[config.mk]
export PLATFORM = sky130hd
export DESIGN_NAME = traffic_phase_scheduler
export DESIGN_NICKNAME = d
export VERILOG_FILES = /design/src/rtl/traffic_phase_scheduler.sv
export SDC_FILE = /design/constraint.sdc
export NUM_CORES = 1
export LEC_CHECK = 0
export CELL_PAD_IN_SITES_DETAIL_PLACEMENT = 1
export CELL_PAD_IN_SITES_GLOBAL_PLACEMENT = 2
export CORE_MARGIN = 3
export CORE_UTILIZATION = 30
export CTS_CLUSTER_SIZE = 30
export DETAILED_ROUTE_END_ITERATION = 16
export GPL_ROUTABILITY_DRIVEN = 0
export GPL_TIMING_DRIVEN = 0
export PLACE_DENSITY_LB_ADDON = 0.2
export SLEW_MARGIN = 20
export SYNTH_ARGS = -nofsm -noshare
export SYNTH_HDL_FRONTEND = slang
export SYNTH_SLANG_ARGS = --single-unit
export TNS_END_PERCENT = 50
[constraint.sdc]
create_clock -name clk -period 4.9 [get_ports clk]
set_clock_uncertainty 0.2 [all_clocks]
set_input_delay 0.49 -clock clk [delete_from_list [all_inputs] [get_ports clk]]
set_output_delay 0.49 -clock clk [all_outputs]
set_load 0.005 [all_outputs]
[src/rtl/traffic_phase_scheduler.sv]
// traffic_phase_scheduler: demand-driven phase sequencer for a two-road
// intersection with a pedestrian crossing. Green phases extend while their
// own road has demand and rest indefinitely when nothing conflicts; all
// timing is counted in external tick strobes. Road lamps are active-low,
// the walk lamp is active-high.
// Optional build macro NIGHT_FLASH_EN adds a `night` input and a FLASH state
// in which both yellow lamps blink on every tick.
// The current FSM state is always visible on `phase` for debug.
module traffic_phase_scheduler #(
  parameter int MIN_GREEN = 5,
  parameter int MAX_GREEN = 25,
  parameter int YELLOW_T  = 3,
  parameter int CLEAR_T   = 2,
  parameter int WALK_T    = 8,
  parameter int CNT_W     = 8
) (
  input  logic       clk,
  input  logic       rst,
  input  logic       tick,
  input  logic       req1,
  input  logic       req2,
  input  logic       ped_req,
`ifdef NIGHT_FLASH_EN
  input  logic       night,
`endif
  output logic       r1,
  output logic       y1,
  output logic       g1,
  output logic       r2,
  output logic       y2,
  output logic       g2,
  output logic       walk,
  output logic [2:0] phase
);

  typedef enum logic [2:0] {
    ST_CLR   = 3'd0,
    ST_G1    = 3'd1,
    ST_Y1    = 3'd2,
    ST_G2    = 3'd3,
    ST_Y2    = 3'd4,
    ST_WALK  = 3'd5,
    ST_FLASH = 3'd6
  } state_e;

  // Durations widened by one bit so elapsed = cnt+1 never wraps.
  localparam logic [CNT_W:0]   MIN_E   = (CNT_W+1)'(MIN_GREEN);
  localparam logic [CNT_W:0]   MAX_E   = (CNT_W+1)'(MAX_GREEN);
  localparam logic [CNT_W:0]   YEL_E   = (CNT_W+1)'(YELLOW_T);
  localparam logic [CNT_W:0]   CLR_E   = (CNT_W+1)'(CLEAR_T);
  localparam logic [CNT_W:0]   WALK_E  = (CNT_W+1)'(WALK_T);
  localparam logic [CNT_W-1:0] SAT_CNT = CNT_W'(MAX_GREEN - 1);

  // Lamp vector order: {r1, y1, g1, r2, y2, g2, walk}
  localparam logic [6:0] LAMPS_RST = 7'b0110110;

  state_e           state_q, state_d;
  logic [CNT_W-1:0] cnt_q, cnt_d;
  logic             next_road2_q, next_road2_d; // 0: road 1 goes next, 1: road 2
  logic             ped_pend_q, ped_pend_d;
  logic [6:0]       lamps_q, lamps_d;
  logic [CNT_W:0]   elapsed;
  logic             other1, other2, in_green;
  logic             green_next_is_1;

`ifdef NIGHT_FLASH_EN
  logic             flash_lit_q, flash_lit_d; // 0 = yellows lit
`endif

  assign elapsed         = {1'b0, cnt_q} + {{CNT_W{1'b0}}, 1'b1};
  assign other1          = req2 | ped_pend_q;
  assign other2          = req1 | ped_pend_q;
  assign in_green        = (state_q == ST_G1) || (state_q == ST_G2);
  assign green_next_is_1 = !next_road2_q;

  // Next-state and next-road selection; transitions only happen on ticks.
  always_comb begin
    state_d      = state_q;
    next_road2_d = next_road2_q;
    if (tick) begin
      unique case (state_q)
        ST_CLR: begin
`ifdef NIGHT_FLASH_EN
          if (night) begin
            state_d = ST_FLASH;
          end else
`endif
          if (elapsed == CLR_E) begin
            if (ped_pend_q)           state_d = ST_WALK;
            else if (green_next_is_1) state_d = ST_G1;
            else                      state_d = ST_G2;
          end
        end
        ST_WALK: begin
          if (elapsed == WALK_E) state_d = green_next_is_1 ? ST_G1 : ST_G2;
        end
        ST_G1: begin
          if (other1 && ((elapsed >= MIN_E && !req1) || elapsed >= MAX_E))
            state_d = ST_Y1;
        end
        ST_G2: begin
          if (other2 && ((elapsed >= MIN_E && !req2) || elapsed >= MAX_E))
            state_d = ST_Y2;
        end
        ST_Y1: begin
          if (elapsed == YEL_E) begin
            state_d      = ST_CLR;
            next_road2_d = 1'b1;
          end
        end
        ST_Y2: begin
          if (elapsed == YEL_E) begin
            state_d      = ST_CLR;
            next_road2_d = 1'b0;
          end
        end
        ST_FLASH: begin
`ifdef NIGHT_FLASH_EN
          if (!night) state_d = ST_CLR;
`else
          state_d = ST_CLR;
`endif
        end
        default: state_d = ST_CLR;
      endcase
    end
  end

  // Phase counter: cleared on state change, counts ticks, saturates in green.
  always_comb begin
    cnt_d = cnt_q;
    if (state_d != state_q) begin
      cnt_d = '0;
    end else if (tick && state_q != ST_FLASH) begin
      if (in_green && cnt_q == SAT_CNT) cnt_d = cnt_q;
      else                              cnt_d = cnt_q + 1'b1;
    end
  end

  // Pedestrian latch: cleared on entering WALK, not re-armed while in WALK.
  always_comb begin
    ped_pend_d = ped_pend_q;
    if (state_d == ST_WALK && state_q != ST_WALK) ped_pend_d = 1'b0;
    else if (ped_req && state_q != ST_WALK)       ped_pend_d = 1'b1;
  end

`ifdef NIGHT_FLASH_EN
  // Yellow blink phase: lit on entry to FLASH, toggles on each tick inside it.
  always_comb begin
    flash_lit_d = flash_lit_q;
    if (state_d == ST_FLASH && state_q != ST_FLASH) flash_lit_d = 1'b0;
    else if (state_q == ST_FLASH && tick)           flash_lit_d = ~flash_lit_q;
  end
`endif

  // Lamp decode from the next state so lamps change with the state register.
  always_comb begin
    lamps_d = 7'b1111110;
    unique case (state_d)
      ST_G1:   lamps_d = 7'b1100110;
      ST_Y1:   lamps_d = 7'b1010110;
      ST_G2:   lamps_d = 7'b0111100;
      ST_Y2:   lamps_d = 7'b0111010;
      ST_WALK: lamps_d = 7'b0110111;
      ST_FLASH: begin
`ifdef NIGHT_FLASH_EN
        lamps_d = {1'b1, flash_lit_d, 1'b1, 1'b1, flash_lit_d, 1'b1, 1'b0};
`else
        lamps_d = LAMPS_RST;
`endif
      end
      default: lamps_d = LAMPS_RST;
    endcase
  end

  // State, counter, latches and registered lamp outputs.
  always_ff @(posedge clk or negedge rst) begin
    if (!rst) begin
      state_q      <= ST_CLR;
      cnt_q        <= '0;
      next_road2_q <= 1'b0;
      ped_pend_q   <= 1'b0;
      lamps_q      <= LAMPS_RST;
    end else begin
      state_q      <= state_d;
      cnt_q        <= cnt_d;
      next_road2_q <= next_road2_d;
      ped_pend_q   <= ped_pend_d;
      lamps_q      <= lamps_d;
    end
  end

`ifdef NIGHT_FLASH_EN
  // Blink phase register.
  always_ff @(posedge clk or negedge rst) begin
    if (!rst) flash_lit_q <= 1'b0;
    else      flash_lit_q <= flash_lit_d;
  end
`endif

  assign {r1, y1, g1, r2, y2, g2, walk} = lamps_q;
  assign phase = state_q;

endmodule

==> run notes <==
The flow run is done. Cell area after synthesis landed at 1652 um2. In the final report, the number of pins over their slew limit comes to 0. Once the clock tree was built, the resizer swapped 0 gates to a different size.

The first global-routing pass estimated 8190 um of wire. For the finished layout, the period the worst path requires is 3.573 ns. Max-slew headroom at the worst pin landed at 0.3820. From bottom edge to top edge, the die measures 80.20 um. Post-synthesis chip area from yosys landed at 1652 um2. Total routing resource utilization after global routing landed at 0.1633. In this run the post-CTS setup repair buffer count came out at 0. The layout report gives the multi-input gate share of total cell area as 0.5290. Final core utilization landed at 0.3767. The design received a total of 70 well taps at floorplan.

The design has 20 sequential cells. Among all flip-flop cells after synthesis, the most frequent one is dfrtp_1. The OpenROAD report gives the critical path a data arrival time of 3.56 ns. Peak fanout along the critical path landed at 10.

Clock edge transition at the registers on the reported setup and hold paths landed at 0.07 ns. The flow ran to the end, and the final reports show no timing, DRC or antenna violations. The net count after synthesis is 197. For the worst reg-to-reg path, the startpoint reported by OpenROAD is cnt_q[0]. Placed standard-cell area landed at 1889 um2.

STA classifies the critical path endpoint as a flip-flop. First-iteration detailed-routing DRC count landed at 90. The count of nets left with antenna violations once routing finished came out at 0.

Number of synthesized flops with an enable pin landed at 0. Number of buffers other than clock buffers in the final layout landed at 27.
## routing by layer
metal / GRT usage / up-vias / routed length (um)
met1: 0.2149 / 760 / 2393
met3: 0.02018 / 4 / 122
li1: - / 724 / -
met5: 0 / - / 0
met4: 0.04054 / 0 / 58
met2: 0.2815 / 18 / 2402
## cell usage after synthesis (4+ instances only)
cell type | n | area share
nand3_1 | 8 | 0.024
dfrtp_1 | 16 | 0.24
a21oi_1 | 7 | 0.021
clkbuf_1 | 4 | 0.0091
ha_1 | 4 | 0.030
nor2b_1 | 6 | 0.023
nand2b_1 | 5 | 0.019
inv_1 | 8 | 0.018
dfstp_2 | 4 | 0.064
xor2_1 | 5 | 0.027
nor3_1 | 4 | 0.012
nand2_1 | 14 | 0.032
o21ai_0 | 6 | 0.018
nor2_1 | 15 | 0.034
Fig. 1: routed metal, one colour a layer
(3 px per um)
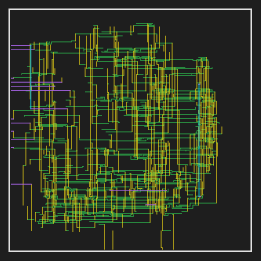
metal 4: marked cyan, wire length 58.5 um. metal 3: marked purple, wire length 123 um. metal 2: marked yellow, wire length 2400 um. metal 1: marked green, wire length 2390 um.

Fig. 2: selected gate families
(3 px per um)
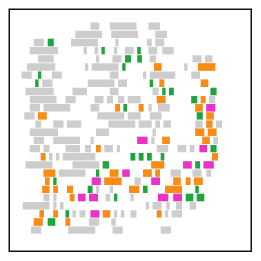
inverting AOI/OAI gates: marked orange, cells 41, most used a21oi_1. AND-OR and OR-AND gates: marked magenta, cells 13. NAND gates: marked green, cells 32, most used nand2_1.

Fig. 3: clock wires, drivers and flops
(6 px per um)
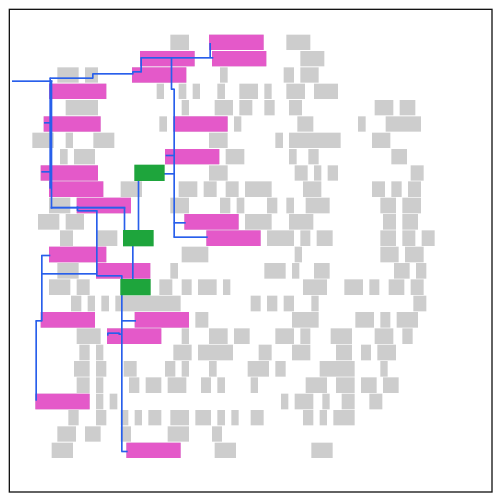
clock wires: marked blue, length 257 um. clock drivers: marked green, count 3. flip-flops: marked magenta, count 20.
There are 4 routed clock nets.

